[config.mk]
export PLATFORM = sky130hd
export DESIGN_NAME = fetch_unit_flat
export DESIGN_NICKNAME = d
export VERILOG_FILES = /design/src/rtl/fetch_pkg.sv /design/src/rtl/fetch_if.sv /design/src/rtl/fetch_fifo.sv /design/src/rtl/fetch_unit.sv /design/src/flat_wrapper.sv
export SDC_FILE = /design/constraint.sdc
export NUM_CORES = 1
export LEC_CHECK = 0
export ABC_AREA = 1
export ABC_CLOCK_PERIOD_IN_PS = 4650
export CORE_AREA = 4 4 101 198
export DETAILED_ROUTE_END_ITERATION = 8
export DIE_AREA = 0 0 105 202
export GPL_ROUTABILITY_DRIVEN = 0
export PLACE_DENSITY_LB_ADDON = 0.25
export SLEW_MARGIN = 20
export SYNTH_ARGS = -nofsm -noshare
export SYNTH_HDL_FRONTEND = slang
export SYNTH_SLANG_ARGS = --single-unit
[constraint.sdc]
create_clock -name clk -period 4.65 [get_ports clk]
set_input_delay 0.6975 -clock clk [delete_from_list [all_inputs] [get_ports clk]]
set_output_delay 0.6975 -clock clk [all_outputs]
set_load 0.05 [all_outputs]
[src/rtl/fetch_pkg.sv]
// Shared types and constants for the instruction fetch front end.
// Entry widths are fixed here; fetch_unit's width parameters must match them.
package fetch_pkg;

    localparam int FETCH_ADDR_W    = 32;
    localparam int FETCH_DATA_W    = 32;
    localparam int IMEM_WORD_BYTES = 4;

    typedef struct packed {
        logic [FETCH_DATA_W-1:0] instr;
        logic [FETCH_ADDR_W-1:0] pc;
    } fetch_entry_t;

endpackage

[src/rtl/fetch_if.sv]
// Bus bundle between fetch_unit and its environment: redirect input,
// imem request/response channels and the decode-side instruction handshake.
interface fetch_if
    import fetch_pkg::*;
#(
    parameter int AddrWidth = FETCH_ADDR_W,
    parameter int DataWidth = FETCH_DATA_W
);

    logic                 redirect_valid;
    logic [AddrWidth-1:0] redirect_addr;

    logic                 imem_req_valid;
    logic                 imem_req_ready;
    logic [AddrWidth-1:0] imem_req_addr;

    logic                 imem_rsp_valid;
    logic [DataWidth-1:0] imem_rsp_data;

    logic                 instr_valid;
    logic                 instr_ready;
    logic [DataWidth-1:0] instr;
    logic [AddrWidth-1:0] instr_pc;

    modport master (
        input  redirect_valid, redirect_addr,
        output imem_req_valid, imem_req_addr,
        input  imem_req_ready,
        input  imem_rsp_valid, imem_rsp_data,
        output instr_valid, instr, instr_pc,
        input  instr_ready
    );

    modport slave (
        output redirect_valid, redirect_addr,
        input  imem_req_valid, imem_req_addr,
        output imem_req_ready,
        output imem_rsp_valid, imem_rsp_data,
        input  instr_valid, instr, instr_pc,
        output instr_ready
    );

endinterface

[src/rtl/fetch_fifo.sv]
// Small registered FIFO of fetched {instr, pc} entries with synchronous flush.
// Storage is not reset; only pointers and count are.
module fetch_fifo
    import fetch_pkg::*;
#(
    parameter int BufDepth = 2,
    localparam int CntW = $clog2(BufDepth) + 1,
    localparam int PtrW = $clog2(BufDepth)
) (
    input  logic            clk,
    input  logic            reset,
    input  logic            push,
    input  fetch_entry_t    push_data,
    input  logic            pop,
    input  logic            flush,
    output fetch_entry_t    head,
    output logic [CntW-1:0] count
);

    fetch_entry_t    mem [BufDepth];
    logic [PtrW-1:0] rd_ptr;
    logic [PtrW-1:0] wr_ptr;

    always_ff @(posedge clk or posedge reset) begin
        if (reset) begin
            rd_ptr <= '0;
            wr_ptr <= '0;
            count  <= '0;
        end else if (flush) begin
            rd_ptr <= '0;
            wr_ptr <= '0;
            count  <= '0;
        end else begin
            if (push) wr_ptr <= wr_ptr + PtrW'(1);
            if (pop)  rd_ptr <= rd_ptr + PtrW'(1);
            count <= count + CntW'(push) - CntW'(pop);
        end
    end

    always_ff @(posedge clk) begin
        if (push && !flush) mem[wr_ptr] <= push_data;
    end

    assign head = mem[rd_ptr];

endmodule

[src/rtl/fetch_unit.sv]
// Instruction fetch front end: owns the PC, issues credit-limited imem requests,
// buffers in-order responses and squashes stale responses after a redirect.
module fetch_unit
    import fetch_pkg::*;
#(
    parameter int                   AddrWidth = FETCH_ADDR_W,
    parameter int                   DataWidth = FETCH_DATA_W,
    parameter logic [AddrWidth-1:0] ResetAddr = '0,
    parameter int                   BufDepth  = 2
) (
    input logic      clk,
    input logic      reset,
    fetch_if.master  bus
);

    localparam int CntW = $clog2(BufDepth) + 1;
    localparam int SumW = CntW + 2;
    localparam logic [AddrWidth-1:0] WordStep = AddrWidth'(IMEM_WORD_BYTES);

    logic [AddrWidth-1:0] pc;
    logic [AddrWidth-1:0] rsp_pc;
    logic [AddrWidth-1:0] redirect_pc;
    logic [CntW-1:0]      in_flight;
    logic [CntW-1:0]      drop;
    logic [CntW-1:0]      fifo_count;
    logic [SumW-1:0]      outstanding;
    logic                 credit;
    logic                 req_hs;
    logic                 rsp_drop;
    logic                 rsp_keep;
    logic                 pop;
    logic                 push;
    fetch_entry_t         push_entry;
    fetch_entry_t         head;

    // Every issued-but-unconsumed fetch holds a FIFO slot, so responses never stall.
    assign outstanding = SumW'(in_flight) + SumW'(drop) + SumW'(fifo_count);
    assign credit      = outstanding < SumW'(BufDepth);

    assign bus.imem_req_valid = credit && !reset;
    assign bus.imem_req_addr  = pc;

    assign req_hs      = bus.imem_req_valid && bus.imem_req_ready;
    assign rsp_drop    = bus.imem_rsp_valid && (drop != '0);
    assign rsp_keep    = bus.imem_rsp_valid && (drop == '0);
    assign pop         = bus.instr_valid && bus.instr_ready;
    assign push        = rsp_keep && !bus.redirect_valid;
    assign redirect_pc = {bus.redirect_addr[AddrWidth-1:2], 2'b00};

    assign push_entry.instr = bus.imem_rsp_data;
    assign push_entry.pc    = rsp_pc;

    always_ff @(posedge clk or posedge reset) begin
        if (reset) begin
            pc        <= ResetAddr;
            rsp_pc    <= ResetAddr;
            in_flight <= '0;
            drop      <= '0;
        end else if (bus.redirect_valid) begin
            // Everything still owed by imem, including a request accepted now, becomes stale.
            pc        <= redirect_pc;
            rsp_pc    <= redirect_pc;
            drop      <= drop + in_flight + CntW'(req_hs) - CntW'(bus.imem_rsp_valid);
            in_flight <= '0;
        end else begin
            if (req_hs)   pc     <= pc + WordStep;
            if (rsp_keep) rsp_pc <= rsp_pc + WordStep;
            if (rsp_drop) drop   <= drop - CntW'(1);
            in_flight <= in_flight + CntW'(req_hs) - CntW'(rsp_keep);
        end
    end

    fetch_fifo #(
        .BufDepth (BufDepth)
    ) u_fifo (
        .clk       (clk),
        .reset     (reset),
        .push      (push),
        .push_data (push_entry),
        .pop       (pop),
        .flush     (bus.redirect_valid),
        .head      (head),
        .count     (fifo_count)
    );

    // Head storage is unreset, so the outputs are forced to zero when nothing is buffered.
    assign bus.instr_valid = (fifo_count != '0);
    assign bus.instr       = bus.instr_valid ? head.instr : '0;
    assign bus.instr_pc    = bus.instr_valid ? head.pc    : '0;

endmodule
[src/flat_wrapper.sv]
// flat-port wrapper written by rule: the top's interface ports become plain ports
module fetch_unit_flat import fetch_pkg::*;
#(
    parameter int                   AddrWidth = FETCH_ADDR_W,
    parameter int                   DataWidth = FETCH_DATA_W,
    parameter logic [AddrWidth-1:0] ResetAddr = '0,
    parameter int                   BufDepth  = 2
)
  (clk, reset, bus_redirect_valid, bus_redirect_addr, bus_imem_req_valid, bus_imem_req_addr, bus_imem_req_ready, bus_imem_rsp_valid, bus_imem_rsp_data, bus_instr_valid, bus_instr, bus_instr_pc, bus_instr_ready);
  fetch_if #(.AddrWidth(AddrWidth), .DataWidth(DataWidth)) bus_i ();
  input logic clk;
  input logic reset;
  input wire logic [$bits(bus_i.redirect_valid)-1:0] bus_redirect_valid;
  input wire logic [$bits(bus_i.redirect_addr)-1:0] bus_redirect_addr;
  output wire logic [$bits(bus_i.imem_req_valid)-1:0] bus_imem_req_valid;
  output wire logic [$bits(bus_i.imem_req_addr)-1:0] bus_imem_req_addr;
  input wire logic [$bits(bus_i.imem_req_ready)-1:0] bus_imem_req_ready;
  input wire logic [$bits(bus_i.imem_rsp_valid)-1:0] bus_imem_rsp_valid;
  input wire logic [$bits(bus_i.imem_rsp_data)-1:0] bus_imem_rsp_data;
  output wire logic [$bits(bus_i.instr_valid)-1:0] bus_instr_valid;
  output wire logic [$bits(bus_i.instr)-1:0] bus_instr;
  output wire logic [$bits(bus_i.instr_pc)-1:0] bus_instr_pc;
  input wire logic [$bits(bus_i.instr_ready)-1:0] bus_instr_ready;
  assign bus_i.redirect_valid = bus_redirect_valid;
  assign bus_i.redirect_addr = bus_redirect_addr;
  assign bus_imem_req_valid = bus_i.imem_req_valid;
  assign bus_imem_req_addr = bus_i.imem_req_addr;
  assign bus_i.imem_req_ready = bus_imem_req_ready;
  assign bus_i.imem_rsp_valid = bus_imem_rsp_valid;
  assign bus_i.imem_rsp_data = bus_imem_rsp_data;
  assign bus_instr_valid = bus_i.instr_valid;
  assign bus_instr = bus_i.instr;
  assign bus_instr_pc = bus_i.instr_pc;
  assign bus_i.instr_ready = bus_instr_ready;
  fetch_unit #(.AddrWidth(AddrWidth), .DataWidth(DataWidth), .ResetAddr(ResetAddr), .BufDepth(BufDepth)) u_core (.clk(clk), .reset(reset), .bus(bus_i));
endmodule
==> results.py, run 1 <==
# Metrics from the implementation run
metrics = {
    "die": {
        "die_width_um": 105,
        "pin_count": 168,
        "coreArea_sq_mm": 0.0184,
        "initial_core_util_pct": 52.2,
        "die_h_um": 202,
        "die_area_sq_mm": 0.0212,
        "num_rows": 70,
    },
    "worst_setup_path": {
        "end_kind": "output port",
        "crit_required_ns": 3.95,
        "arrival_ns": 3.36,
        "start_kind": "flip-flop",
        "cp_max_fo": 3,
        "worstSetupPathType": "flip-flop to output port",
    },
    "grt": {
        "grt_start_max_net_pins": 69,
        "grt_overflow": 0,
        "track_usage_pct": 23.2,
        "met2_usage_pct": 43.5,
        "antenna_found_initial": 0,
        "grt_pass1_wl_um": 39000,
        "top_usage_layer": "met2",
        "grt_pass1_vias": 7663,
    },
    "synth": {
        "ys_seq_share_pct": 56.5,
        "ys_sh_mux_pct": 0,
        "yosys_cells": 1080,
        "syn_area_per_cell_sq_um": 8.89,
        "synth_top_area_share_pct": 38.8,
        "synth_area_sq_mm": 0.00960,
        "async_reset_ff_share_pct": 35.4,
        "synthCells": 1080,
        "synthAoiAreaFrac_pct": 6.38,
        "yosys-top-cells-area": "edfxtp_1, dfrtp_1, nand2_1, nand3_1, inv_1",
        "synthTopLogicFamily": "simple AND/OR/NAND/NOR gates",
        "ys.warnings.count": 0,
        "ys_seq_elements": 192,
        "yosysChipArea_sq_mm": 0.00960,
        "synth.distinct_cells": 42,
        "top_area_cell": "edfxtp_1",
        "yosys.area_share.adder_pct": 2.06,
        "flop_cell": "edfxtp_1",
        "xor_area_share_pct": 2.28,
        "edf_count": 124,
        "top_cell": "nand2_1",
        "common_cells": "nand2_1, edfxtp_1, inv_1",
        "ys_sh_simple_pct": 26.7,
    },
    "cts": {
        "numCtsBuffers": 17,
        "clk_path_buf_depth": 2,
        "htreeDepth": 4,
        "hold_buffers": 0,
        "clock-sinks": 192,
        "insertion_delay_ns": 0.43,
        "clk_pin_slew_ns": 0.07,
        "clockRootBuffer": "clkbuf_16",
        "cts_setup_buffers": 0,
        "cts_tree": "done",
        "post_cts_resized": 0,
    },
    "detailed_routing": {
        "finalWirelength_um": 24100,
        "ant_nets": 0,
        "drt_iter0_drc": 621,
        "drc": 0,
        "avgViaCountPerCell": 5.31,
        "first_pass_iters": 5,
        "wl_per_cell_um": 16.5,
    },
    "layout": {
        "diodes": 0,
        "area_growth_pct": 25.3,
        "logic_area_sq_mm": 0.00362,
        "seq_area_sq_mm": 0.00543,
        "drive_gt1_share_pct": 7.22,
        "fillers": 1512,
        "layout.cells.non_filler": 1462,
        "finalNetCount": 1317,
    },
    "final_timing": {
        "fmax_ghz": 0.247,
        "finalCritPeriodShare_pct": 87.2,
        "relSlewSlack_pct": 38.0,
        "tightestPinTransition_ns": 0.930,
        "slew_violations": 0,
        "period_minus_slack_ns": 4.05,
        "final-setup-viol-count": 0,
        "rsz0062_at_grt": "no",
        "finalHoldViolations": 0,
        "fin_skew_ns": 0.0121,
        "fin_setup_tns_ns": 0,
    },
    "place": {
        "io_buffers": 161,
        "dp.cells": 1430,
        "dp_hpwl_um": 17300,
    },
    "power_and_ir_drop": {
        "ir_drop_mv": 0.303,
        "p_leak_uw": 0.00492,
        "power_density_mw_per_mm2": 557,
        "power_uw": 6700,
    },
    "job": {
        "warning_count": 29,
        "maxCapViolCount": 0,
    },
    "status": {
        "run_status": "completed",
    },
    "hold_path": {
        "hold_path_class": "flip-flop to flip-flop",
    },
}
run 1: power by group:
part | switching, uW | internal (uW) | total (uW)
Clock | 634 | 903 | 1540
Combinational | 1930 | 883 | 2810
Sequential | 268 | 2080 | 2350
Total | 2830 | 3870 | 6700
run 1: registers in the layout, summed over array words and instances (netlist names):
name	flops
u_core.bus.imem_req_addr	30
u_core.drop	2
u_core.in_flight	2
u_core.rsp_pc	30
u_core.u_fifo.count	2
u_core.u_fifo.mem	124
u_core.u_fifo.rd_ptr	1
u_core.u_fifo.wr_ptr	1
run 1: metal layers:
metal,wire length [um],part of all wire [%]
met1,8880,37
met5,0,0
met3,861,3.6
met4,918,3.8
met2,13400,56
run 1: layout make-up:
cell class | count | area share (%)
Sequential cell | 192 | 45.1
Multi-Input combinational cell | 750 | 30.1
Timing Repair Buffer | 169 | 14.1
Clock buffer | 19 | 3.60
Inverter | 103 | 3.23
Tap cell | 216 | 2.25
Clock inverter | 13 | 1.53
run 1: path summary, 6_finish.rpt:
path | depth (start not counted) | startpoint | slack, ns | endpoint
worst max-delay path | 8 | u_core.in_flight[0] | 0.60 | bus_imem_req_valid
worst min-delay path | 0 | u_core.rsp_pc[31] | 0.53 | u_core.u_fifo.mem[1][31]
worst max register to register | 11 | u_core.in_flight[0] | 1.49 | u_core.bus.imem_req_addr[23]
worst min register to register | 0 | u_core.rsp_pc[31] | 0.53 | u_core.u_fifo.mem[1][31]
max in group asynchronous | 3 | reset | 3.15 | u_core.u_fifo.rd_ptr
min in group asynchronous | 3 | reset | 0.86 | u_core.bus.imem_req_addr[3]
run 1: kinds of logic (layout without fill, tap and decap cells):
group / after synthesis / count (layout)
flops: 192 / 192
buf+inv: 141 / 304
compound gates: 114 / 114
simple gates: 593 / 593
xor+xnor: 25 / 25
fa+ha+maj: 14 / 14
other cells: 1 / 4
run 1: worst max-delay path, cell delays in order (launching register included):
cell and delay [ns]:
dfrtp_1 0.42, ha_1 0.21, fa_1 0.50, inv_1 0.06, fa_1 0.51, nand2_1 0.07
a21oi_2 0.18, and2_1 0.16, clkdlybuf4s50_1 0.80
run 1: cell usage in the layout, fill, tap and decap left out, types with 15 or more instances in the layout:
| cell type | instances |
|---|---|
| dfrtp_1 | 67 |
| nor2_1 | 65 |
| nor2_2 | 15 |
| clkbuf_16 | 17 |
| nand3_1 | 78 |
| clkdlybuf4s50_1 | 161 |
| edfxtp_1 | 124 |
| a21oi_1 | 69 |
| inv_1 | 97 |
| xor2_1 | 17 |
| o21ai_0 | 26 |
| nand2_1 | 390 |
run 1: per-stage QoR:
step	area, sq um	hold WS [ns]	setup slack [ns]
6_report	12000	0.528	0.597
2_1_floorplan	9610	0.465	0.459
5_1_grt	12000	0.541	0.471
3_3_place_gp	11400	0.495	1.10
4_1_cts	12000	0.529	0.577
3_5_place_dp	11400	0.516	1.06
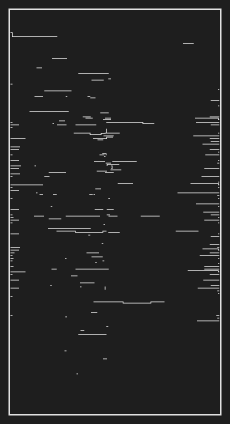
Run 1: met3 routing
Scale: 2 px per um.
wire length on this layer = 861 um
nets with wire on the layer = 138
met3 Use GR: 3.58%
DR vias: 7765

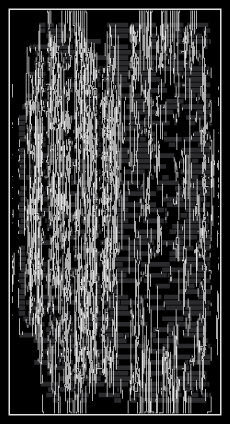
Run 1: the metal 2 layer
Scale: 2 px per um.
main direction = vertical
share of all routed wire = 56%
wire length on this layer = 13400 um
longest straight run = 84.0 um
nets with wire on the layer = 1049

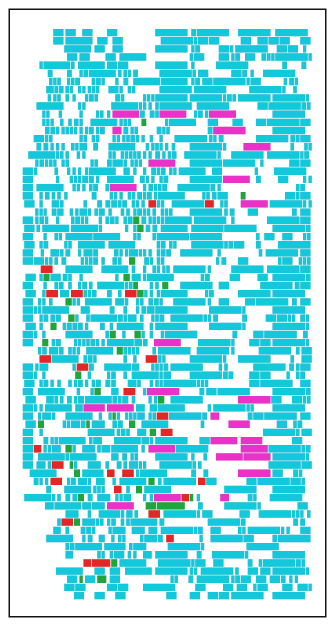
Run 1: cell sizes after repair
Scale: 3 px per um.
red -> drive 3 to 4  # cells 25, share 2.0%
green -> drive 2  # cells 38, share 3.0%
magenta -> drive 6 and up  # cells 27, share 2.2%
cyan -> drive 1 or less  # cells 1156, share 93%

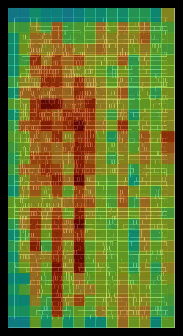
Run 1: congestion heat map
final core utilization: 65.4%
met1 Usage GRT: 25.3%

==> run 1 -> run 2 <==
--- a/config.mk
+++ b/config.mk
@@ -8,6 +8,7 @@
 export ABC_AREA = 1
 export ABC_CLOCK_PERIOD_IN_PS = 4650
 export CORE_AREA = 4 4 101 198
+export CTS_CLUSTER_SIZE = 30
 export DETAILED_ROUTE_END_ITERATION = 8
 export DIE_AREA = 0 0 105 202
 export GPL_ROUTABILITY_DRIVEN = 0
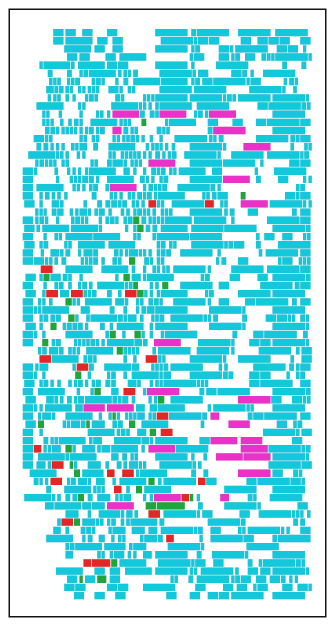
Run 2: cell sizes after repair
Scale: 3 px per um.
cyan -> drive 1 or less  # cells 1156, share 93%
magenta -> drive 6 and up  # cells 27, share 2.2%
green -> drive 2  # cells 38, share 3.0%
red -> drive 3 to 4  # cells 25, share 2.0%

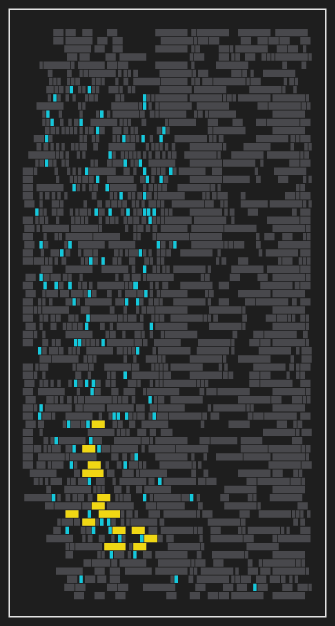
Run 2: logic cells by family
Scale: 3 px per um.
cyan -> inverters  # cells 103, most used inv_1
yellow -> adder and majority cells  # cells 14, most used ha_1
Comb/total area: 30.1%
Non-Filler Instances: 1462
most instantiated logic cell after routing: nand2_1

==> run 2 against run 1 <==
Synthesized cell count stayed put. First-iteration DRC count stayed put. Register-to-register slack hardly changed. Sequential power hardly changed. Critical endpoint unchanged. Largest cell class unchanged. Combinational power hardly changed. Clock-buffer cell count stayed put.
==> results.py, run 2 <==
# Metrics from the implementation run
metrics = {
    "status": {
        "run_status": "completed",
    },
    "power_and_ir_drop": {
        "power_density_mw_per_mm2": 557,
        "ir_drop_mv": 0.303,
        "p_leak_uw": 0.00492,
    },
    "place": {
        "dp_hpwl_um": 17300,
        "io_buffers": 161,
        "dp.cells": 1430,
    },
    "detailed_routing": {
        "wl_per_cell_um": 16.5,
        "drc": 0,
        "first_pass_iters": 5,
        "drt_iter0_drc": 621,
        "finalWirelength_um": 24100,
        "avgViaCountPerCell": 5.31,
        "via_count": 7765,
        "ant_nets": 0,
    },
    "layout": {
        "largest_reg_flops": 124,
        "diodes": 0,
        "lay_top_cells": "nand2_1, clkdlybuf4s50_1, edfxtp_1",
        "regMostFlops": "u_core.u_fifo.mem",
        "fillers": 1512,
        "drive_gt1_share_pct": 7.22,
        "finalNetCount": 1317,
    },
    "final_timing": {
        "relSlewSlack_pct": 38.0,
        "period_minus_slack_ns": 4.05,
        "fin_skew_ns": 0.0121,
        "tightestPinTransition_ns": 0.930,
        "fin_setup_tns_ns": 0,
        "slew_violations": 0,
        "fmax_ghz": 0.247,
        "finalHoldViolations": 0,
        "final-setup-viol-count": 0,
        "finalCritPeriodShare_pct": 87.2,
    },
    "synth": {
        "top_area_cell": "edfxtp_1",
        "ys.warnings.count": 0,
        "top_cell": "nand2_1",
        "yosys-top-cells-area": "edfxtp_1, dfrtp_1, nand2_1, nand3_1, inv_1",
        "yosysChipArea_sq_mm": 0.00960,
        "ys_seq_elements": 192,
        "yosys_cells": 1080,
        "ys_seq_share_pct": 56.5,
        "common_cells": "nand2_1, edfxtp_1, inv_1",
        "synth_top_area_share_pct": 38.8,
        "async_reset_ff_share_pct": 35.4,
        "synth.distinct_cells": 42,
        "syn_area_per_cell_sq_um": 8.89,
        "synth_area_sq_mm": 0.00960,
        "synthCells": 1080,
        "edf_count": 124,
        "flop_cell": "edfxtp_1",
    },
    "cts": {
        "numCtsBuffers": 17,
        "insertion_delay_ns": 0.43,
        "cts_setup_buffers": 0,
        "cts_tree": "done",
        "post_cts_resized": 0,
        "clk_path_buf_depth": 2,
        "htreeDepth": 4,
        "clock-sinks": 192,
        "hold_buffers": 0,
        "clockRootBuffer": "clkbuf_16",
        "clk_pin_slew_ns": 0.07,
    },
    "worst_setup_path": {
        "crit_family": "adder cells",
        "crit_chain": "ha_1 > fa_1 > inv_1 > fa_1 > nand2_1 > a21oi_2 > and2_1 > clkdlybuf4s50_1",
        "rr_startpoint": "u_core.in_flight[0]",
        "crit_start": "u_core.in_flight[0]",
        "crit_buf_inv": 2,
        "crit_required_ns": 3.95,
        "end_kind": "output port",
        "arrival_ns": 3.36,
        "cp_common_cell": "fa_1",
        "critPathMaxStageDelay_ns": 0.80,
        "cp_max_fo": 3,
    },
    "hold_path": {
        "hold_start": "u_core.rsp_pc[31]",
        "hold_path_class": "flip-flop to flip-flop",
    },
    "grt": {
        "antenna_found_initial": 0,
        "grt_pass1_vias": 7663,
        "track_usage_pct": 23.2,
        "grt_overflow": 0,
        "grt_start_max_net_pins": 69,
        "grt_pass1_wl_um": 39000,
    },
    "die": {
        "die_width_um": 105,
        "num_rows": 70,
        "die_h_um": 202,
        "die_area_sq_mm": 0.0212,
        "initial_core_util_pct": 52.2,
        "coreArea_sq_mm": 0.0184,
        "pin_count": 168,
    },
    "job": {
        "warning_count": 29,
        "maxCapViolCount": 0,
    },
}
[run 2: cell counts in the layout (fill, tap and decap cells not counted)]
No cell type changed its count.
[run 2: per-stage QoR]
stage                     cell area (sq um)  total power [uW]  setup slack [ns]  utilization (%)  hold WS [ns]
final                                 12000              6700             0.597             65.4         0.528
after global routing                  12000              7030             0.471             65.4         0.541
after CTS                             12000              6740             0.577             65.4         0.529
after detailed placement              11400              5200              1.06             62.0         0.516
after global placement                11400              5150              1.10             62.0         0.495
after floorplan                        9610              4270             0.459                -         0.465
[run 2: worst paths after layout]
kind / cells after the start / slack, ns / endpoint
max in group asynchronous: 3 / 3.15 / u_core.u_fifo.rd_ptr
worst max register to register: 11 / 1.49 / u_core.bus.imem_req_addr[23]
worst min register to register: 0 / 0.53 / u_core.u_fifo.mem[1][31]
min in group asynchronous: 3 / 0.86 / u_core.bus.imem_req_addr[3]
worst min-delay path: 0 / 0.53 / u_core.u_fifo.mem[1][31]
worst max-delay path: 8 / 0.60 / bus_imem_req_valid
[run 2: power breakdown]
part | leakage, uW | internal (uW) | switching [uW]
combinational | 0.00267 | 883 | 1930
sequential | 0.00195 | 2080 | 268
clock | 0.000296 | 903 | 634
total | 0.00492 | 3870 | 2830
[run 2: routing by layer]
layer  GRT usage [%]  vias to the layer above  part of all wire [%]
met5               0                        -                     0
met4            10.4                        0                   3.8
li1                -                     3811                     -
met3            3.58                       56                   3.6
met1            25.3                     3678                    37
met2            43.5                      220                    56
[run 2: layout make-up]
type | instances | area (sq um) | area share [%]
Clock buffer | 19 | 433 | 3.60
Clock inverter | 13 | 184 | 1.53
Inverter | 103 | 388 | 3.23
Multi-Input combinational cell | 750 | 3620 | 30.1
Sequential cell | 192 | 5430 | 45.1
Tap cell | 216 | 270 | 2.25
Timing Repair Buffer | 169 | 1700 | 14.1
[run 2: cell families (layout without fill, tap and decap cells)]
kind of cell | count (synthesis) | after routing | share of synthesized area (%)
AND/OR/NAND/NOR | 593 | 593 | 26.7
adder cells (fa/ha/maj) | 14 | 14 | 2.06
buffers and inverters | 141 | 304 | 6.05
XOR/XNOR | 25 | 25 | 2.28
AND-OR/OR-AND | 114 | 114 | 6.38
other | 1 | 4 | 0.0391
flip-flops | 192 | 192 | 56.5
[run 2: worst register-to-register path: stages (launching register included)]
cell and delay [ns]:
dfrtp_1 0.42, ha_1 0.21, fa_1 0.50, inv_1 0.06, fa_1 0.51, nand2_1 0.07
a21oi_2 0.18, nand3_4 0.16, nand2_2 0.41, inv_2 0.29, nand2_1 0.15, nand3_1 0.08
Power figures rest on the tool's default switching activity, not on a simulated workload.
